$ cat config.mk
export PLATFORM = sky130hd
export DESIGN_NAME = hazard_scoreboard
export DESIGN_NICKNAME = d
export VERILOG_FILES = /design/src/rtl/hazard_scoreboard_pkg.sv /design/src/rtl/hazard_scoreboard_entry.sv /design/src/rtl/hazard_scoreboard.sv
export SDC_FILE = /design/constraint.sdc
export NUM_CORES = 1
export LEC_CHECK = 0
export CORE_MARGIN = 8
export CORE_UTILIZATION = 25
export CTS_CLUSTER_DIAMETER = 50
export DETAILED_ROUTE_END_ITERATION = 6
export PLACE_DENSITY_LB_ADDON = 0.2
export SETUP_SLACK_MARGIN = 0.4
export SLEW_MARGIN = 20
export SYNTH_ARGS = -nofsm -noshare
export SYNTH_HDL_FRONTEND = slang
export SYNTH_HIERARCHICAL = 1
export SYNTH_SLANG_ARGS = --single-unit
$ cat constraint.sdc
create_clock -name clk_i -period 12.3 [get_ports clk_i]
set_input_delay 2.46 -clock clk_i [delete_from_list [all_inputs] [get_ports clk_i]]
set_output_delay 2.46 -clock clk_i [all_outputs]
set_load 0.005 [all_outputs]
$ cat src/rtl/hazard_scoreboard_pkg.sv
// Shared definitions for the PCPU hazard scoreboard.
// Holds the default geometry of the scoreboard, the forward-select encoding
// driven onto the EX operand muxes, and the producer latency encoding
// presented at ID.
package hazard_scoreboard_pkg;

  localparam int unsigned HSB_NSRC   = 3;
  localparam int unsigned HSB_NREG   = 32;
  localparam int unsigned HSB_AW     = 5;
  localparam int unsigned HSB_WB_AGE = 3;
  localparam int unsigned HSB_FW     = 2;
  localparam int unsigned HSB_MD_W   = 6;
  localparam int unsigned HSB_CNT_W  = 32;

  // EX operand source: 0 = register file, k = pipeline register at producer age k.
  typedef enum logic [1:0] {
    FWD_RF    = 2'd0,
    FWD_EXMEM = 2'd1,
    FWD_MEMWB = 2'd2
  } fwd_sel_e;

  // Number of ages a producer needs before its result can be forwarded.
  typedef enum logic [1:0] {
    LAT_ALU  = 2'd1,
    LAT_LOAD = 2'd2
  } lat_e;

endpackage

$ cat src/rtl/hazard_scoreboard_entry.sv
// One scoreboard entry: tracks the youngest in-flight write to a single
// architectural register.
// Ports:
//   clk_i, rst_i   clock, synchronous active-high reset
//   adv_i          pipeline advances; entry is frozen when low
//   set_i          a new producer of this register issues this cycle
//   flush_i        the producer currently in EX is killed
//   lat_i          latency of the issuing producer (0 is treated as 1)
//   valid_o        entry holds an in-flight producer
//   age_o          producer age (0 = EX)
//   lat_o          producer latency in ages
module hazard_scoreboard_entry
  import hazard_scoreboard_pkg::*;
#(
  parameter int unsigned FW     = HSB_FW,
  parameter int unsigned WB_AGE = HSB_WB_AGE
) (
  input  logic          clk_i,
  input  logic          rst_i,
  input  logic          adv_i,
  input  logic          set_i,
  input  logic          flush_i,
  input  logic [FW-1:0] lat_i,
  output logic          valid_o,
  output logic [FW-1:0] age_o,
  output logic [FW-1:0] lat_o
);

  logic          valid_q, valid_d;
  logic [FW-1:0] age_q, age_d;
  logic [FW-1:0] lat_q, lat_d;

  always_comb begin
    valid_d = valid_q;
    age_d   = age_q;
    lat_d   = lat_q;
    if (adv_i) begin
      if (set_i) begin
        // A new producer always replaces the older one, even one retiring now.
        valid_d = 1'b1;
        age_d   = '0;
        lat_d   = (lat_i == '0) ? FW'(LAT_ALU) : lat_i;
      end else if (valid_q) begin
        // The RF is write-first, so the producer leaves as it passes WB.
        if ((flush_i && age_q == '0) || age_q == FW'(WB_AGE - 1)) begin
          valid_d = 1'b0;
        end else begin
          age_d = age_q + FW'(1);
        end
      end
    end
  end

  always_ff @(posedge clk_i) begin
    if (rst_i) begin
      valid_q <= 1'b0;
      age_q   <= '0;
      lat_q   <= '0;
    end else begin
      valid_q <= valid_d;
      age_q   <= age_d;
      lat_q   <= lat_d;
    end
  end

  assign valid_o = valid_q;
  assign age_o   = age_q;
  assign lat_o   = lat_q;

endmodule

$ cat src/rtl/hazard_scoreboard.sv
// Scoreboard-based hazard detection and forwarding control for the PCPU.
// Tracks every in-flight register write and the MULT/DIV unit, decides the
// ID stall, and produces registered forward selects for the EX operand muxes.
// Ports:
//   clk_i, rst_i        clock, synchronous active-high reset
//   adv_i               pipeline advances this cycle
//   id_valid_i          IF/ID holds a real instruction
//   id_src_i            source register indices, port s at [s*AW +: AW]
//   id_src_en_i         port s is actually read
//   id_rf_wr_i, id_rd_i instruction writes register id_rd_i
//   id_lat_i            ages until result is forwardable
//   id_md_start_i       instruction starts MULT/DIV for id_md_cycles_i cycles
//   id_md_use_i         instruction needs HI/LO or the MD unit
//   ex_flush_i          kill the producer currently in EX
//   stall_o             ID hazard this cycle
//   pc_wr_o, ifid_wr_o  front-end write enables
//   idex_bubble_o       insert a bubble into ID/EX
//   ex_fwd_sel_o        registered per-port EX forward select
//   md_busy_o           MULT/DIV unit busy
//   stall_cnt_o         saturating count of stall cycles that cost an advance
module hazard_scoreboard
  import hazard_scoreboard_pkg::*;
#(
  parameter int unsigned NSRC   = HSB_NSRC,
  parameter int unsigned NREG   = HSB_NREG,
  parameter int unsigned AW     = HSB_AW,
  parameter int unsigned WB_AGE = HSB_WB_AGE,
  parameter int unsigned FW     = HSB_FW,
  parameter int unsigned MD_W   = HSB_MD_W,
  parameter int unsigned CNT_W  = HSB_CNT_W
) (
  input  logic                 clk_i,
  input  logic                 rst_i,
  input  logic                 adv_i,
  input  logic                 id_valid_i,
  input  logic [NSRC*AW-1:0]   id_src_i,
  input  logic [NSRC-1:0]      id_src_en_i,
  input  logic                 id_rf_wr_i,
  input  logic [AW-1:0]        id_rd_i,
  input  logic [FW-1:0]        id_lat_i,
  input  logic                 id_md_start_i,
  input  logic [MD_W-1:0]      id_md_cycles_i,
  input  logic                 id_md_use_i,
  input  logic                 ex_flush_i,
  output logic                 stall_o,
  output logic                 pc_wr_o,
  output logic                 ifid_wr_o,
  output logic                 idex_bubble_o,
  output logic [NSRC*FW-1:0]   ex_fwd_sel_o,
  output logic                 md_busy_o,
  output logic [CNT_W-1:0]     stall_cnt_o
);

  logic [NREG-1:0] ent_valid;
  logic [FW-1:0]   ent_age [NREG];
  logic [FW-1:0]   ent_lat [NREG];

  logic                stall, issue, md_haz;
  logic [NSRC-1:0]     port_haz;
  logic [NSRC*FW-1:0]  fwd_next;
  logic [NSRC*FW-1:0]  fwd_q, fwd_d;
  logic [MD_W-1:0]     md_cnt_q, md_cnt_d;
  logic [CNT_W-1:0]    stall_cnt_q, stall_cnt_d;

  // Register 0 is hard-wired and never has a producer.
  assign ent_valid[0] = 1'b0;
  assign ent_age[0]   = '0;
  assign ent_lat[0]   = '0;

  for (genvar r = 1; r < NREG; r++) begin : g_ent
    hazard_scoreboard_entry #(
      .FW     (FW),
      .WB_AGE (WB_AGE)
    ) u_ent (
      .clk_i   (clk_i),
      .rst_i   (rst_i),
      .adv_i   (adv_i),
      .set_i   (issue && id_rf_wr_i && (id_rd_i == AW'(r))),
      .flush_i (ex_flush_i),
      .lat_i   (id_lat_i),
      .valid_o (ent_valid[r]),
      .age_o   (ent_age[r]),
      .lat_o   (ent_lat[r])
    );
  end

  always_comb begin
    logic [AW-1:0] src;
    logic [FW:0]   age_p1;
    logic          live;
    port_haz = '0;
    fwd_next = '0;
    src      = '0;
    age_p1   = '0;
    live     = 1'b0;
    for (int s = 0; s < NSRC; s++) begin
      src    = id_src_i[s*AW +: AW];
      age_p1 = {1'b0, ent_age[src]} + (FW+1)'(1);
      // A producer being flushed out of EX this cycle no longer blocks ID.
      live   = ent_valid[src] && !(ex_flush_i && adv_i && ent_age[src] == '0);
      if (id_src_en_i[s] && src != '0 && live && age_p1 < {1'b0, ent_lat[src]}) begin
        port_haz[s] = 1'b1;
      end
      if (ent_valid[src] && age_p1 < (FW+1)'(WB_AGE)) begin
        fwd_next[s*FW +: FW] = age_p1[FW-1:0];
      end
    end
  end

  assign md_haz = id_md_use_i && (md_cnt_q != '0);
  assign stall  = id_valid_i && ((|port_haz) || md_haz);
  assign issue  = id_valid_i && !stall && adv_i;

  always_comb begin
    md_cnt_d    = md_cnt_q;
    fwd_d       = fwd_q;
    stall_cnt_d = stall_cnt_q;

    // The MD unit runs on its own and keeps counting through memory stalls.
    if (issue && id_md_start_i) begin
      md_cnt_d = id_md_cycles_i;
    end else if (md_cnt_q != '0) begin
      md_cnt_d = md_cnt_q - MD_W'(1);
    end

    if (adv_i) begin
      if (!issue || ex_flush_i) begin
        fwd_d = {NSRC{FW'(FWD_RF)}};
      end else begin
        fwd_d = fwd_next;
      end
    end

    if (stall && adv_i && stall_cnt_q != '1) begin
      stall_cnt_d = stall_cnt_q + CNT_W'(1);
    end
  end

  always_ff @(posedge clk_i) begin
    if (rst_i) begin
      md_cnt_q    <= '0;
      fwd_q       <= '0;
      stall_cnt_q <= '0;
    end else begin
      md_cnt_q    <= md_cnt_d;
      fwd_q       <= fwd_d;
      stall_cnt_q <= stall_cnt_d;
    end
  end

  assign stall_o       = stall;
  assign pc_wr_o       = !stall && adv_i;
  assign ifid_wr_o     = !stall && adv_i;
  assign idex_bubble_o = stall && adv_i;
  assign ex_fwd_sel_o  = fwd_q;
  assign md_busy_o     = (md_cnt_q != '0);
  assign stall_cnt_o   = stall_cnt_q;

endmodule

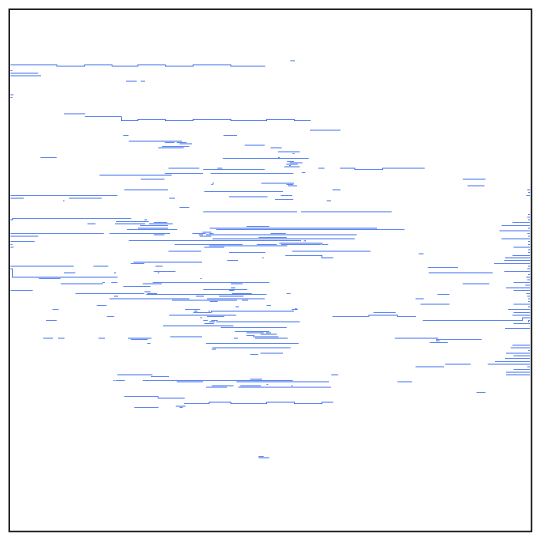
m3.png
Scale: 2 px per um.
- main direction: horizontal
- wire length on this layer: 4030 um
vias: 13.6k
met3 Usage GRT: 0.0431
routed wire length: 53500 um

==> results_dict.tcl <==
# place-and-route summary
set metrics [dict create \
    top_area_frac 0.267 \
    outcome "completed" \
    synthXorXnorAreaFrac 0.00117 \
    tool_warnings 66 \
    drv_cap 0 \
    post-place-ws_ns 1.88 \
    crit_path_start_kind "primary input" \
    chipArea_sq_um 67800 \
    drive_gt1_frac 0.126 \
    core-area_sq_um 59000 \
    fa_ha_area_frac 0.0652 \
    combGateArea_sq_um 10300 \
    gp_congestion 0.907 \
    io_pins 82 \
    cts-resized-gates 0 \
    numCtsBuffers 17 \
    topCellsByArea "dfxtp_1 (27%), mux4_2 (13%), ha_1 (6.1%), mux2i_1 (5.6%), nand2_1 (3.7%)" \
    simple_gate_share 0.267 \
    antenna_found_initial 6 \
    first_global_vias 12700 \
    most_common_cell "dfxtp_1" \
    rrSetupSlack_ns 6.70 \
    antenna_left 0 \
    finalClockPeriodUsage 0.841 \
    wl_met1_um 25100 \
    hold_buffers 0 \
    fill_cells 6251 \
    post_cts_buffers 0 \
    vias_per_cell 5.45 \
    ys_cells 1656 \
    ys_sh_aoi 0.141 \
    top_area_cell "dfxtp_1" \
    grt_overflow 0 \
    dp_hpwl_um 38700 \
    clk_pin_slew_ns 0.08 \
    worstPathArrival_ns 7.88 \
    ys_types 72 \
    min-delay-start "ex_fwd_sel_o[3]" \
    critical_path_class "in -> out" \
    async_flop_share 0 \
    timing.hold.ws_ns 0.450 \
    cp.required_ns 9.84 \
    clock_sinks 199 \
    critPathCaptureType "output pin" \
    fp_nets 1771 \
    crit_path_max_fanout 51 \
    wl_per_cell_um 21.4 \
    r2r-start "g_ent[4].u_ent/age_o[1]" \
    areaGrowthSynthToFinish_pct 14.1 \
    edf_count 0 \
]
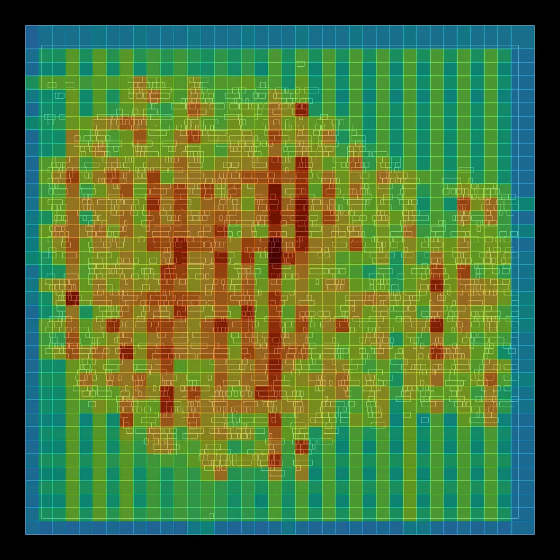
congestion_map.png
Layout Utilization: 0.288
GR Util met1: 0.216
GRT met2 Usage: 0.231

==> path summary, 6_finish.rpt <==
path / depth (start not counted) / end
worst max-delay path: 16 / pc_wr_o
worst min-delay path: 2 / ex_fwd_sel_o[3]
worst max register to register: 16 / g_ent[7].u_ent/age_o[0]
worst min register to register: 2 / ex_fwd_sel_o[3]
==> final cells by class <==
class,instances,share of cell area
diodes,4,0.000588
clock buffers,22,0.0273
clock inverters,10,0.00705
inverters,83,0.0183
multi-input cells,1302,0.602
flip-flops and latches,199,0.234
well taps,773,0.0568
repair buffers,101,0.0536
==> through the flow <==
| stage | utilization | cell area (sq um) | std cells |
|---|---|---|---|
| CTS | 0.288 | 17000 | 2490 |
| global route | 0.288 | 17000 | 2491 |
| detailed placement | 0.278 | 16400 | 2458 |
| finish | 0.288 | 17000 | 2494 |
| global placement | 0.278 | 16400 | 2458 |
| floorplan | - | 14900 | 1656 |
==> cell families (layout without fill, tap and decap cells) <==
family	count (synthesis)	after routing
buffers and inverters	155	216
AND-OR/OR-AND	315	315
XOR/XNOR	2	2
adder cells (fa/ha/maj)	76	76
multiplexers	208	208
flip-flops	199	199
other	0	4
AND/OR/NAND/NOR	701	701
==> metal layers <==
metal,track usage,up-vias
met1,0.216,6661
met5,0,-
met4,0.0494,4
met3,0.0431,65
met2,0.231,452
li1,-,6398
==> state kept, by name, indices dropped and copies added, names as in the netlist <==
register and flops:
ex_fwd_sel_o 6, stall_cnt_o 32, g_ent.u_ent/age_o 62, md_cnt_q 6
g_ent.u_ent/valid_o 31, g_ent.u_ent/lat_o 62
==> power by group <==
part | switching, mW | total (mW) | internal (mW)
combinational | 0.214 | 0.344 | 0.130
clock | 0.278 | 0.590 | 0.312
sequential | 0.0223 | 0.683 | 0.660
==> worst max-delay path, cell delays in order <==
cell and delay, ns:
buf_2 0.59, buf_4 0.43, mux4_2 0.55, a22oi_1 0.21, o41ai_1 0.13, or3b_2 0.55
fa_1 0.55, nand2b_1 0.08, a211o_1 0.24, nor4_1 0.25, nor4_1 0.14, a2111oi_4 0.39
buf_4 0.48, nor2b_1 0.12, nor2b_1 0.16, clkdlybuf4s50_1 0.53
==> cell usage in the layout, fill, tap and decap left out, types with 54 or more instances in the layout <==
| cell type | Yosys | layout |
|---|---|---|
| dfxtp_1 | 199 | 199 |
| nand2_1 | 149 | 149 |
| a21oi_1 | 101 | 101 |
| nor2_1 | 88 | 88 |
| mux2i_1 | 83 | 83 |
| mux4_2 | 83 | 83 |
| inv_1 | 82 | 82 |
| ha_1 | 73 | 73 |
| clkdlybuf4s50_1 | 0 | 69 |
| nand3_1 | 65 | 65 |
| nand2b_1 | 55 | 55 |
| a31oi_1 | 54 | 54 |
Power is estimated from default activity; no workload was simulated.
